--- config.mk ---
export PLATFORM = sky130hd
export DESIGN_NAME = regfile_mp
export DESIGN_NICKNAME = d
export VERILOG_FILES = /design/src/rtl/regfile_mp.sv
export SDC_FILE = /design/constraint.sdc
export NUM_CORES = 2
export LEC_CHECK = 0
export CORE_AREA = 2 2 246 491
export CTS_BUF_LIST = sky130_fd_sc_hd__clkbuf_4
export CTS_CLUSTER_DIAMETER = 30
export CTS_CLUSTER_SIZE = 10
export DETAILED_ROUTE_END_ITERATION = 8
export DIE_AREA = 0 0 248 493
export PLACE_DENSITY = 0.67
export SLEW_MARGIN = 20
export SYNTH_ARGS = -nofsm -noshare
export SYNTH_HDL_FRONTEND = slang
export SYNTH_SLANG_ARGS = --single-unit
--- constraint.sdc ---
create_clock -name clk -period 8.1 [get_ports clk]
set_clock_uncertainty 0.2 [all_clocks]
set_input_delay 1.62 -clock clk [delete_from_list [all_inputs] [get_ports clk]]
set_output_delay 1.62 -clock clk [all_outputs]
set_load 0.005 [all_outputs]
--- src/rtl/regfile_mp.sv ---
// Multi-port register file with optional same-cycle write-to-read bypass and a
// per-register busy scoreboard used by the Decode-stage hazard logic.

module regfile_mp_rdport #(
  parameter int XLEN     = 32,
  parameter int NREGS    = 32,
  parameter int AW       = 5,
  parameter int NWR      = 1,
  parameter int BYPASS   = 1,
  parameter int ZERO_REG = 1
) (
  input  logic                       rst,
  input  logic [AW-1:0]              raddr,
  input  logic [NREGS-1:0][XLEN-1:0] regs,
  input  logic [NREGS-1:0]           busy,
  input  logic [NWR-1:0]             we,
  input  logic [NWR*AW-1:0]          waddr,
  input  logic [NWR*XLEN-1:0]        wdata,
  output logic [XLEN-1:0]            rdata,
  output logic                       rbusy
);
  logic            hit;
  logic [XLEN-1:0] byp;

  always_comb begin
    hit = 1'b0;
    byp = '0;
    // later write ports override earlier ones, matching the storage priority
    for (int k = 0; k < NWR; k++) begin
      if (we[k] && waddr[k*AW +: AW] == raddr) begin
        hit = 1'b1;
        byp = wdata[k*XLEN +: XLEN];
      end
    end
    rdata = regs[raddr];
    rbusy = busy[raddr];
    if (BYPASS != 0 && hit && rst) begin
      rdata = byp;
      rbusy = 1'b0;
    end
    if (ZERO_REG != 0 && raddr == '0) begin
      rdata = '0;
      rbusy = 1'b0;
    end
  end
endmodule

module regfile_mp #(
  parameter int XLEN     = 32,
  parameter int NREGS    = 32,
  parameter int NRD      = 2,
  parameter int NWR      = 1,
  parameter int BYPASS   = 1,
  parameter int ZERO_REG = 1,
  localparam int AW      = $clog2(NREGS)
) (
  input  logic                 clk,
  input  logic                 rst,
  input  logic [NWR-1:0]       we,
  input  logic [NWR*AW-1:0]    waddr,
  input  logic [NWR*XLEN-1:0]  wdata,
  input  logic [NRD*AW-1:0]    raddr,
  output logic [NRD*XLEN-1:0]  rdata,
  output logic [NRD-1:0]       rbusy,
  input  logic                 issue_en,
  input  logic [AW-1:0]        issue_rd,
  output logic [NREGS-1:0]     busy_vec
);
  logic [NREGS-1:0][XLEN-1:0] regs_q, regs_d;
  logic [NREGS-1:0]           busy_q, busy_d;

  always_comb begin
    regs_d = regs_q;
    busy_d = busy_q;
    for (int i = 0; i < NREGS; i++) begin
      for (int k = 0; k < NWR; k++) begin
        if (we[k] && waddr[k*AW +: AW] == AW'(i)) begin
          regs_d[i] = wdata[k*XLEN +: XLEN];
          busy_d[i] = 1'b0;
        end
      end
      // a new producer issued in the writeback cycle stays outstanding
      if (issue_en && issue_rd == AW'(i)) busy_d[i] = 1'b1;
    end
    if (ZERO_REG != 0) begin
      regs_d[0] = '0;
      busy_d[0] = 1'b0;
    end
  end

  always_ff @(posedge clk or negedge rst) begin
    if (!rst) begin
      regs_q <= '0;
      busy_q <= '0;
    end else begin
      regs_q <= regs_d;
      busy_q <= busy_d;
    end
  end

  for (genvar j = 0; j < NRD; j++) begin : g_rd
    regfile_mp_rdport #(
      .XLEN(XLEN), .NREGS(NREGS), .AW(AW), .NWR(NWR),
      .BYPASS(BYPASS), .ZERO_REG(ZERO_REG)
    ) u_rd (
      .rst   (rst),
      .raddr (raddr[j*AW +: AW]),
      .regs  (regs_q),
      .busy  (busy_q),
      .we    (we),
      .waddr (waddr),
      .wdata (wdata),
      .rdata (rdata[j*XLEN +: XLEN]),
      .rbusy (rbusy[j])
    );
  end

  assign busy_vec = busy_q;
endmodule

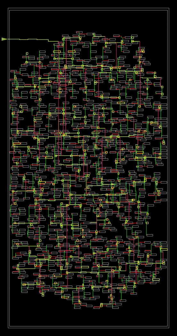
clocks.png
cts bufs inserted: 162
# clock sinks: 1,023

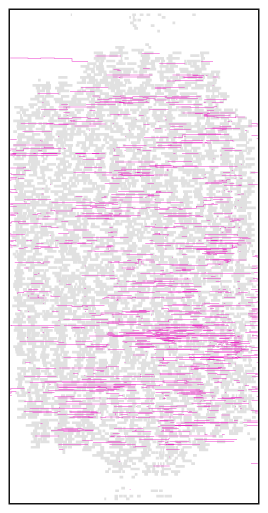
layer_met3.png
Scale: 1 px per um. Cells faint in the background.
longest straight run: 119 um
wire length on this layer: 13,500 um
nets with wire on the layer: 374

==> GITHUB_STEP_SUMMARY <==
### Metrics collected by this job

| Metric | Value |
|---|---|
| Outcome | complete, no violations |
| Placed cells | between 4,000 and 5,000 |
| Pwr Density | 234.7 nW/um^2 |
| Signal inverters | 11 |
| Largest logic family | multiplexers |
| Core Region | ~120,000 um^2 |
| Tcrit/Tclk final | 82.73% |
| R2r endpoint | busy_vec[27]$_DFFE_PN0P_ |
| Synthesis Warnings | 0 |
| Die H | ~500 um |
| Routed WL | about 170,000 um |
| Startpoint types | input pin |
| Adder Area Share | 0% |
| Most frequent cells in the layout | 1,061 x mux2_2, 1,023 x dfrtp_1, 525 x mux4_2 |
| Reg with most FFs | regs_q |
| Vias after detailed routing | 35,550 |
| TritonCTS clock tree | done |
| Pre-CTS setup slack | approximately 1.5 ns |
| DP HPWL | around 100,000 um |
| Largest type area fraction | 46.24% |
| Slew @ Worst Pin | 1.242 ns |
| Flop count | a little over 1,000 |
| Clock Latency Late Sink | between 1 and 1.5 ns |
| Met3 usage | under 10% |
| Logic Gate Count | ~2,100 |
| Comb/total area | 46.14% |
| Share of layout cells above drive strength 1 | approximately 55% |
| Critical path, cell by cell | clkdlybuf4s50_1, xnor2_1, nand4_1, nor2_1, nor3_2, buf_4, a221o_1, clkdlybuf4s50_1 |
| Cts repair resizes | 0 |
Power figures rest on the tool's default switching activity, not on a simulated workload.
